**src/rtl/fifo_matrix_tx_arbiter_if.sv**
```systemverilog
// Requester-side handshake/data and FIFO write-side signals of one tx arbiter.
interface fifo_matrix_tx_arbiter_if #(
  parameter int unsigned PORT_COUNT = 4,
  parameter int unsigned DATA_WIDTH = 8
);
  logic [PORT_COUNT-1:0]            req_valid;
  logic [PORT_COUNT-1:0]            req_ready;
  logic [PORT_COUNT*DATA_WIDTH-1:0] in_data;
  logic [PORT_COUNT-1:0]            in_last;
  logic                             fifo_prog_full;
  logic                             fifo_wr_en;
  logic [DATA_WIDTH-1:0]            fifo_din;
  logic                             fifo_last;

  // Arbiter side
  modport slave (
    input  req_valid, in_data, in_last, fifo_prog_full,
    output req_ready, fifo_wr_en, fifo_din, fifo_last
  );

  // Requesters plus FIFO side
  modport master (
    output req_valid, in_data, in_last, fifo_prog_full,
    input  req_ready, fifo_wr_en, fifo_din, fifo_last
  );
endinterface

```
**src/rtl/fifo_matrix_tx_arbiter.sv**
```systemverilog
// Frame-granular round-robin arbiter in front of one output port's tx data FIFO.
// Grants only when prog_full is low, streams the granted frame one byte per
// cycle, truncates frames longer than MAX_FRAME_BYTES and counts good frames.
module fifo_matrix_tx_arbiter #(
  parameter int unsigned PORT_COUNT      = 4,
  parameter int unsigned DATA_WIDTH      = 8,
  parameter int unsigned MAX_FRAME_BYTES = 1518
) (
  input  logic                          clk,
  input  logic                          reset_n,
  fifo_matrix_tx_arbiter_if.slave       bus,
  output logic                          busy,
  output logic [$clog2(PORT_COUNT)-1:0] grant_idx,
  output logic                          err_oversize,
  output logic [31:0]                   frame_count
);

  localparam int unsigned IDX_W = $clog2(PORT_COUNT);
  localparam int unsigned CNT_W = $clog2(MAX_FRAME_BYTES + 1);
  localparam logic [CNT_W-1:0] CNT_LIMIT = CNT_W'(MAX_FRAME_BYTES - 1);
  localparam logic [CNT_W-1:0] CNT_SAT   = '1;
  localparam logic [IDX_W-1:0] IDX_LAST  = IDX_W'(PORT_COUNT - 1);

  typedef enum logic [1:0] {IDLE, XFER, DRAIN} state_t;

  state_t                  state;
  logic [IDX_W-1:0]        rr_ptr;
  logic [CNT_W-1:0]        byte_cnt;
  logic [PORT_COUNT-1:0]   req_ready_q;
  logic                    fifo_wr_en_q;
  logic [DATA_WIDTH-1:0]   fifo_din_q;
  logic                    fifo_last_q;

  logic                    gnt_found_c;
  logic [IDX_W-1:0]        gnt_sel_c;
  logic [DATA_WIDTH-1:0]   cur_byte_c;
  logic                    cur_last_c;
  int unsigned             cand;

  assign bus.req_ready  = req_ready_q;
  assign bus.fifo_wr_en = fifo_wr_en_q;
  assign bus.fifo_din   = fifo_din_q;
  assign bus.fifo_last  = fifo_last_q;

  // First pending requester at or after rr_ptr, wrapping around
  always_comb begin
    gnt_found_c = 1'b0;
    gnt_sel_c   = '0;
    cand        = 0;
    for (int unsigned off = 0; off < PORT_COUNT; off++) begin
      cand = (32'(rr_ptr) + off) % PORT_COUNT;
      if (!gnt_found_c && bus.req_valid[cand]) begin
        gnt_found_c = 1'b1;
        gnt_sel_c   = IDX_W'(cand);
      end
    end
  end

  // Byte and last flag of the granted requester
  always_comb begin
    cur_byte_c = '0;
    cur_last_c = 1'b0;
    for (int unsigned p = 0; p < PORT_COUNT; p++) begin
      if (grant_idx == IDX_W'(p)) begin
        cur_byte_c = bus.in_data[p*DATA_WIDTH +: DATA_WIDTH];
        cur_last_c = bus.in_last[p];
      end
    end
  end

  // Arbitration FSM with registered grant, FIFO write and status outputs
  always_ff @(posedge clk or negedge reset_n) begin
    if (!reset_n) begin
      state        <= IDLE;
      rr_ptr       <= '0;
      grant_idx    <= '0;
      byte_cnt     <= '0;
      frame_count  <= '0;
      req_ready_q  <= '0;
      fifo_wr_en_q <= 1'b0;
      fifo_din_q   <= '0;
      fifo_last_q  <= 1'b0;
      err_oversize <= 1'b0;
      busy         <= 1'b0;
    end else begin
      req_ready_q  <= '0;
      fifo_wr_en_q <= 1'b0;
      fifo_last_q  <= 1'b0;
      err_oversize <= 1'b0;
      case (state)
        IDLE: begin
          busy <= 1'b0;
          if (|req_ready_q) begin
            // Grant pulse is on the wire; byte 0 arrives next cycle
            state <= XFER;
            busy  <= 1'b1;
          end else if (!bus.fifo_prog_full && gnt_found_c) begin
            req_ready_q <= PORT_COUNT'(1) << gnt_sel_c;
            grant_idx   <= gnt_sel_c;
            rr_ptr      <= (gnt_sel_c == IDX_LAST) ? '0 : gnt_sel_c + IDX_W'(1);
            byte_cnt    <= '0;
          end
        end
        XFER: begin
          fifo_wr_en_q <= 1'b1;
          fifo_din_q   <= cur_byte_c;
          if (byte_cnt != CNT_SAT) begin
            byte_cnt <= byte_cnt + CNT_W'(1);
          end
          if (cur_last_c) begin
            fifo_last_q <= 1'b1;
            frame_count <= frame_count + 32'd1;
            state       <= IDLE;
          end else if (byte_cnt == CNT_LIMIT) begin
            // Close the frame in the FIFO and discard the rest
            fifo_last_q  <= 1'b1;
            err_oversize <= 1'b1;
            state        <= DRAIN;
          end
        end
        DRAIN: begin
          if (cur_last_c) begin
            state <= IDLE;
            busy  <= 1'b0;
          end
        end
        default: state <= IDLE;
      endcase
    end
  end

endmodule

```
**src/flat_wrapper.sv**
```systemverilog
// flat-port wrapper written by rule: the top's interface ports become plain ports
module fifo_matrix_tx_arbiter_flat 
#(
  parameter int unsigned PORT_COUNT      = 4,
  parameter int unsigned DATA_WIDTH      = 8,
  parameter int unsigned MAX_FRAME_BYTES = 1518
)
  (clk, reset_n, busy, grant_idx, err_oversize, frame_count, bus_req_valid, bus_in_data, bus_in_last, bus_fifo_prog_full, bus_req_ready, bus_fifo_wr_en, bus_fifo_din, bus_fifo_last);
  fifo_matrix_tx_arbiter_if #(.PORT_COUNT(PORT_COUNT), .DATA_WIDTH(DATA_WIDTH)) bus_i ();
  input  logic clk;
  input  logic reset_n;
  output logic busy;
  output logic [$clog2(PORT_COUNT)-1:0] grant_idx;
  output logic err_oversize;
  output logic [31:0] frame_count;
  input wire logic [$bits(bus_i.req_valid)-1:0] bus_req_valid;
  input wire logic [$bits(bus_i.in_data)-1:0] bus_in_data;
  input wire logic [$bits(bus_i.in_last)-1:0] bus_in_last;
  input wire logic [$bits(bus_i.fifo_prog_full)-1:0] bus_fifo_prog_full;
  output wire logic [$bits(bus_i.req_ready)-1:0] bus_req_ready;
  output wire logic [$bits(bus_i.fifo_wr_en)-1:0] bus_fifo_wr_en;
  output wire logic [$bits(bus_i.fifo_din)-1:0] bus_fifo_din;
  output wire logic [$bits(bus_i.fifo_last)-1:0] bus_fifo_last;
  assign bus_i.req_valid = bus_req_valid;
  assign bus_i.in_data = bus_in_data;
  assign bus_i.in_last = bus_in_last;
  assign bus_i.fifo_prog_full = bus_fifo_prog_full;
  assign bus_req_ready = bus_i.req_ready;
  assign bus_fifo_wr_en = bus_i.fifo_wr_en;
  assign bus_fifo_din = bus_i.fifo_din;
  assign bus_fifo_last = bus_i.fifo_last;
  fifo_matrix_tx_arbiter #(.PORT_COUNT(PORT_COUNT), .DATA_WIDTH(DATA_WIDTH), .MAX_FRAME_BYTES(MAX_FRAME_BYTES)) u_core (.clk(clk), .reset_n(reset_n), .bus(bus_i), .busy(busy), .grant_idx(grant_idx), .err_oversize(err_oversize), .frame_count(frame_count));
endmodule
```
**config.mk**
```make
export PLATFORM = sky130hd
export DESIGN_NAME = fifo_matrix_tx_arbiter_flat
export DESIGN_NICKNAME = d
export VERILOG_FILES = /design/src/rtl/fifo_matrix_tx_arbiter_if.sv /design/src/rtl/fifo_matrix_tx_arbiter.sv /design/src/flat_wrapper.sv
export SDC_FILE = /design/constraint.sdc
export NUM_CORES = 1
export LEC_CHECK = 0
export CORE_MARGIN = 2
export CORE_UTILIZATION = 50
export CTS_BUF_LIST = sky130_fd_sc_hd__clkbuf_4 sky130_fd_sc_hd__clkbuf_8
export DETAILED_ROUTE_END_ITERATION = 8
export PLACE_DENSITY = 0.83
export SLEW_MARGIN = 15
export SYNTH_ARGS = -nofsm -noshare
export SYNTH_HDL_FRONTEND = slang
export SYNTH_SLANG_ARGS = --single-unit
```
**constraint.sdc**
```tcl
create_clock -name clk -period 2.8 [get_ports clk]
set_input_delay 0.42 -clock clk [delete_from_list [all_inputs] [get_ports clk]]
set_output_delay 0.42 -clock clk [all_outputs]
set_load 0.05 [all_outputs]
```
### Congestion heat map, run 1

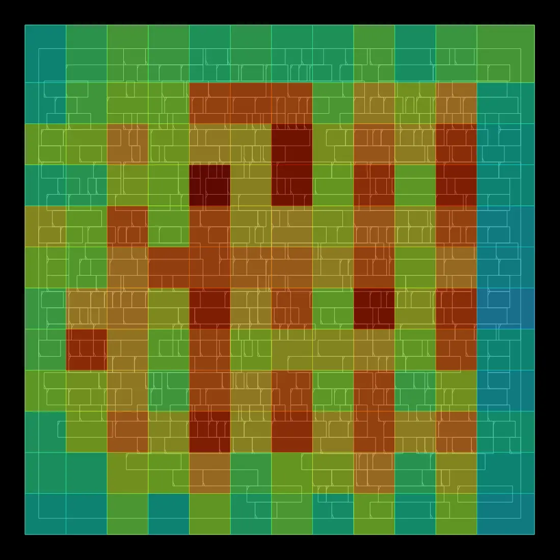
GRT met3 Usage: 6.64%
grt met1 use: 27.8%
GR Util met2: 35.1%
fin util: 70.9%

### Routed metal, one color a layer, run 1

(6 px per um) Only two layers are drawn.
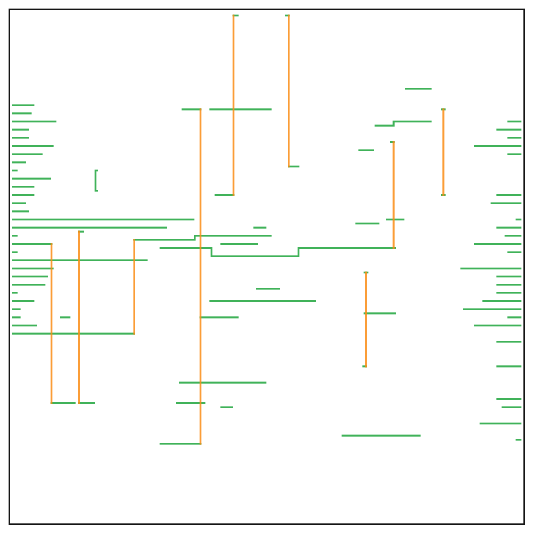
[green] M3 | wire length: 498 um
[orange] M4 | wire length: 229 um

==> impl_metrics.yaml, run 1 <==
# flow metrics
clock_tree:
  numCtsBuffers: 9
  clk_path_buf_depth: 2
  cts_resized: 0
detailed_routing:
  dr_wl_met2_mm: 3.80
  dr.pass1.iters: 4
  drc_errors: 0
final_layout:
  finalNonFillerCells: 485
  layout_top_cells: "clkdlybuf4s50_1 (91), dfrtp_1 (65), nand2_1 (38), xor2_1 (21), nand3_1 (20)"
  mostFrequentLayoutCell: "clkdlybuf4s50_1"
  num_antenna_cells: 0
  largest-register: "u_core.frame_count"
setup_path:
  path_cells: "clkdlybuf4s50_1"
  ff2ff_setup_slack_ns: 0.55
  timing.rr.start: "u_core.byte_cnt[0]$_DFFE_PN0P_"
  r2r_end: "u_core.byte_cnt[3]$_DFFE_PN0P_"
  crit_arrival_ns: 1.95
  cp-startpoint: "u_core.grant_idx[0]$_DFFE_PN0P_"
  cp.buffers_inverters: 1
synthesis:
  syn-cell-area_sq_um: 3330
  ys_async_sr_fraction_pct: 100
  top_cell_area_share_pct: 48.9
  top_cell: "dfrtp_1"
  synth-main-ff-cell: "dfrtp_1"
  ys_seq_share_pct: 48.9
place:
  place_ws_ns: 0.383
  gp_congestion: 0.809
flow_run:
  warnings: 30
floorplan:
  initCoreUtil_pct: 52.1
  dieArea_sq_um: 7320
  tapCellCount: 77
power_and_ir_drop:
  p_int_uw: 2280
  power_leakage_uw: 0.00203
  powerComb_uw: 1610
  maxPowerGroup: "combinational logic"
final_timing:
  fin_crit_sh_pct: 84.6
  slew_violations: 0
status:
  status: "completed"
### Where the registers sit, run 1

(6 px per um) Other sequential cells in the stronger gray, the rest of the logic in the fainter gray.
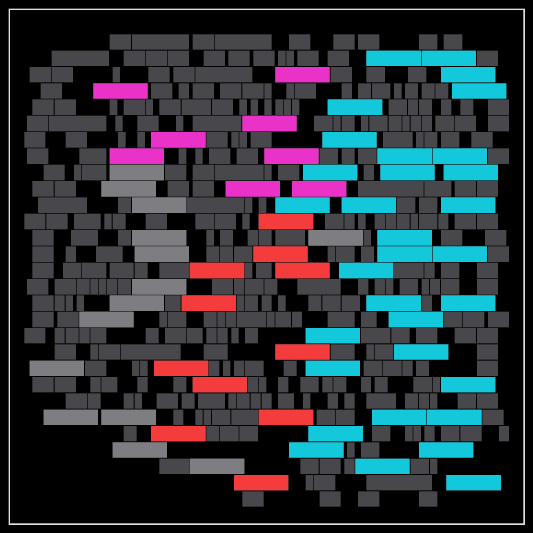
[red] `u_core.byte_cnt` | sequential cells: 11
[cyan] `u_core.frame_count` | sequential cells: 32
[magenta] `u_core.bus.fifo_din` | sequential cells: 8 | where: top middle
not colored: 14
sequential power: 1400 uW
flop share of the area: 35.9%
Reg area: 1630 sq um

### M1 wires, run 1

(6 px per um) Supply wires on this layer in gray. Cells faint in the background.
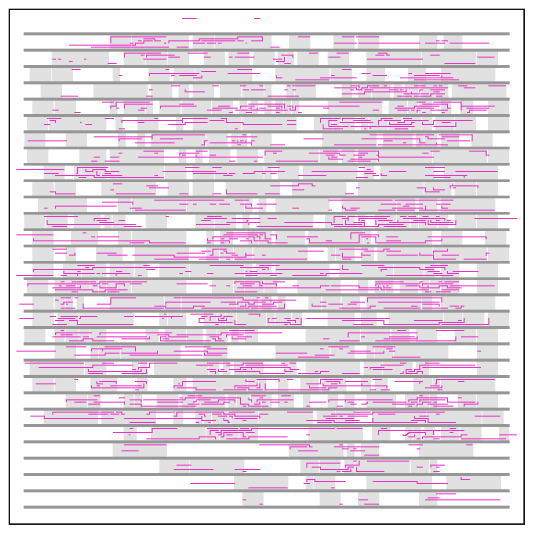

==> run 2, diff against run 1 <==
==> constraint.sdc (replaced) <==
create_clock -name clk -period 2.2 [get_ports clk]
set_input_delay 0.33 -clock clk [delete_from_list [all_inputs] [get_ports clk]]
set_output_delay 0.33 -clock clk [all_outputs]
set_load 0.05 [all_outputs]
### M1 wires, run 2

(6 px per um) Supply wires on this layer in gray. Cells faint in the background.
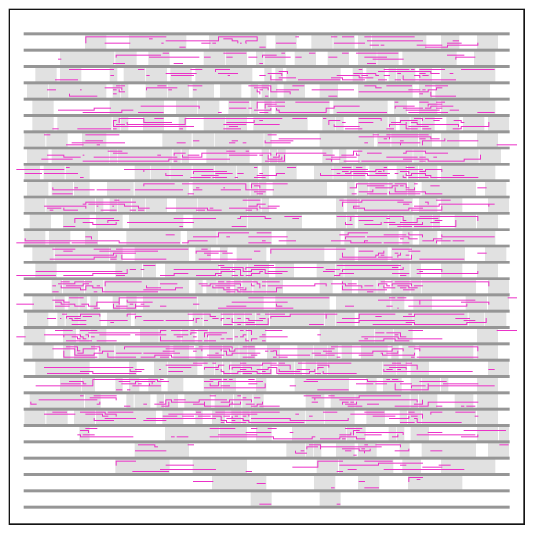
share of all routed wire: 42%
wire length on this layer: 3,280 um

### Congestion heat map, run 2

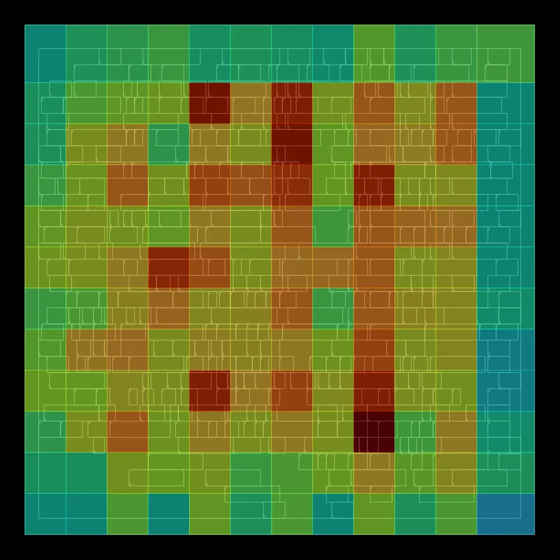
drt wl/cell: 15.7 um
GRT met3 Usage: 5.20%

==> impl_metrics.yaml, run 2 <==
# flow metrics
status:
  status: "completed"
floorplan:
  die_h_um: 85.6
  io_pins: 93
  tapCellCount: 77
  rows: 29
  dieArea_sq_um: 7320
  initCoreUtil_pct: 52.1
power_and_ir_drop:
  pwr-share-seq_pct: 35.0
  powerComb_uw: 2180
  p_switching_uw: 2060
  maxPowerGroup: "combinational logic"
  power_leakage_uw: 0.00205
  powerDensity_nw_per_um2: 1080
  p_clk_uw: 999
  p_seq_uw: 1710
  p_int_uw: 2830
final_layout:
  clkCellAreaFrac_pct: 4.27
  num_antenna_cells: 0
  final_util_pct: 71.2
  sh_seq_area_pct: 35.8
  fillers: 465
  seqCellArea_sq_um: 1630
  num-multi-input-gates: 217
  finalNonFillerCells: 492
  layout_top_cells: "clkdlybuf4s50_1 (90), dfrtp_1 (65), nand2_1 (38), xor2_1 (21), nand3_1 (20)"
  mostFrequentLayoutCell: "clkdlybuf4s50_1"
  largest-register: "u_core.frame_count"
final_timing:
  fin_crit_sh_pct: 90.8
  max_freq_ghz: 0.501
  slew_violations: 0
  tightest_slew_ns: 0.564
  fin_setup_tns_ns: 0
clock_tree:
  post_cts_buffers: 0
  cts_resized: 0
  numCtsBuffers: 9
  clk_path_buf_depth: 2
  htreeDepth: 3
  holdBufCountCts: 1
place:
  post-place-cells: 475
  io_buffers: 92
  hpwl_mm: 5.63
  gp_congestion: 0.785
  place_ws_ns: 0.0487
synthesis:
  synthXorXnorAreaFrac_pct: 8.16
  ys_async_sr_fraction_pct: 100
  numSynthFlops: 65
  edf_count: 0
  top_cell: "dfrtp_1"
  yosysTopAreaCell: "dfrtp_1"
  synth-main-ff-cell: "dfrtp_1"
  ys_top_cells_by_area: "dfrtp_1 (49%), xor2_1 (5.5%), mux4_1 (4.7%), nand2_1 (4.3%), nand3_1 (3.0%)"
  aoi_share_pct: 7.11
  top_cell_area_share_pct: 48.9
  netlist_instances: 309
  synth_warnings: 0
  ys_types: 43
  avgSynthCellArea_sq_um: 10.8
  syn-cell-area_sq_um: 3330
  ys_seq_share_pct: 48.9
  synthTopCellsByCount: "dfrtp_1 (65), nand2_1 (38), xor2_1 (21), nand3_1 (20), nor2_1 (16)"
detailed_routing:
  drtIter0Drc: 135
  dr_wl_met2_mm: 3.90
  drc_errors: 0
  dr.pass1.iters: 4
  via_per_inst: 5.64
  met3WireLength_um: 403
  wl_met1_mm: 3.28
  vias: 2777
flow_run:
  warnings: 30
  max_cap_viol_count: 0
setup_path:
  critPathTopFamily: "buffers and inverters"
  crit_cells: 1
  worstPathMaxFanout: 6
  cp.buffers_inverters: 1
  r2r_end: "u_core.byte_cnt[9]$_DFFE_PN0P_"
  required_ns: 1.87
  startpoint_type: "register"
  cp-startpoint: "u_core.frame_count[27]$_DFFE_PN0P_"
  crit_path_max_incr_delay_ns: 0.86
  timing.rr.start: "u_core.byte_cnt[0]$_DFFE_PN0P_"
  ff2ff_setup_slack_ns: 0.22
  crit_arrival_ns: 1.67
  path_cells: "clkdlybuf4s50_1"
grt:
  use_met1_pct: 27.3
  gr-usage-met2_pct: 36.7
  grt-ovfl-total: 0
  grt_max_degree: 25
Power is estimated from default activity; no workload was simulated.
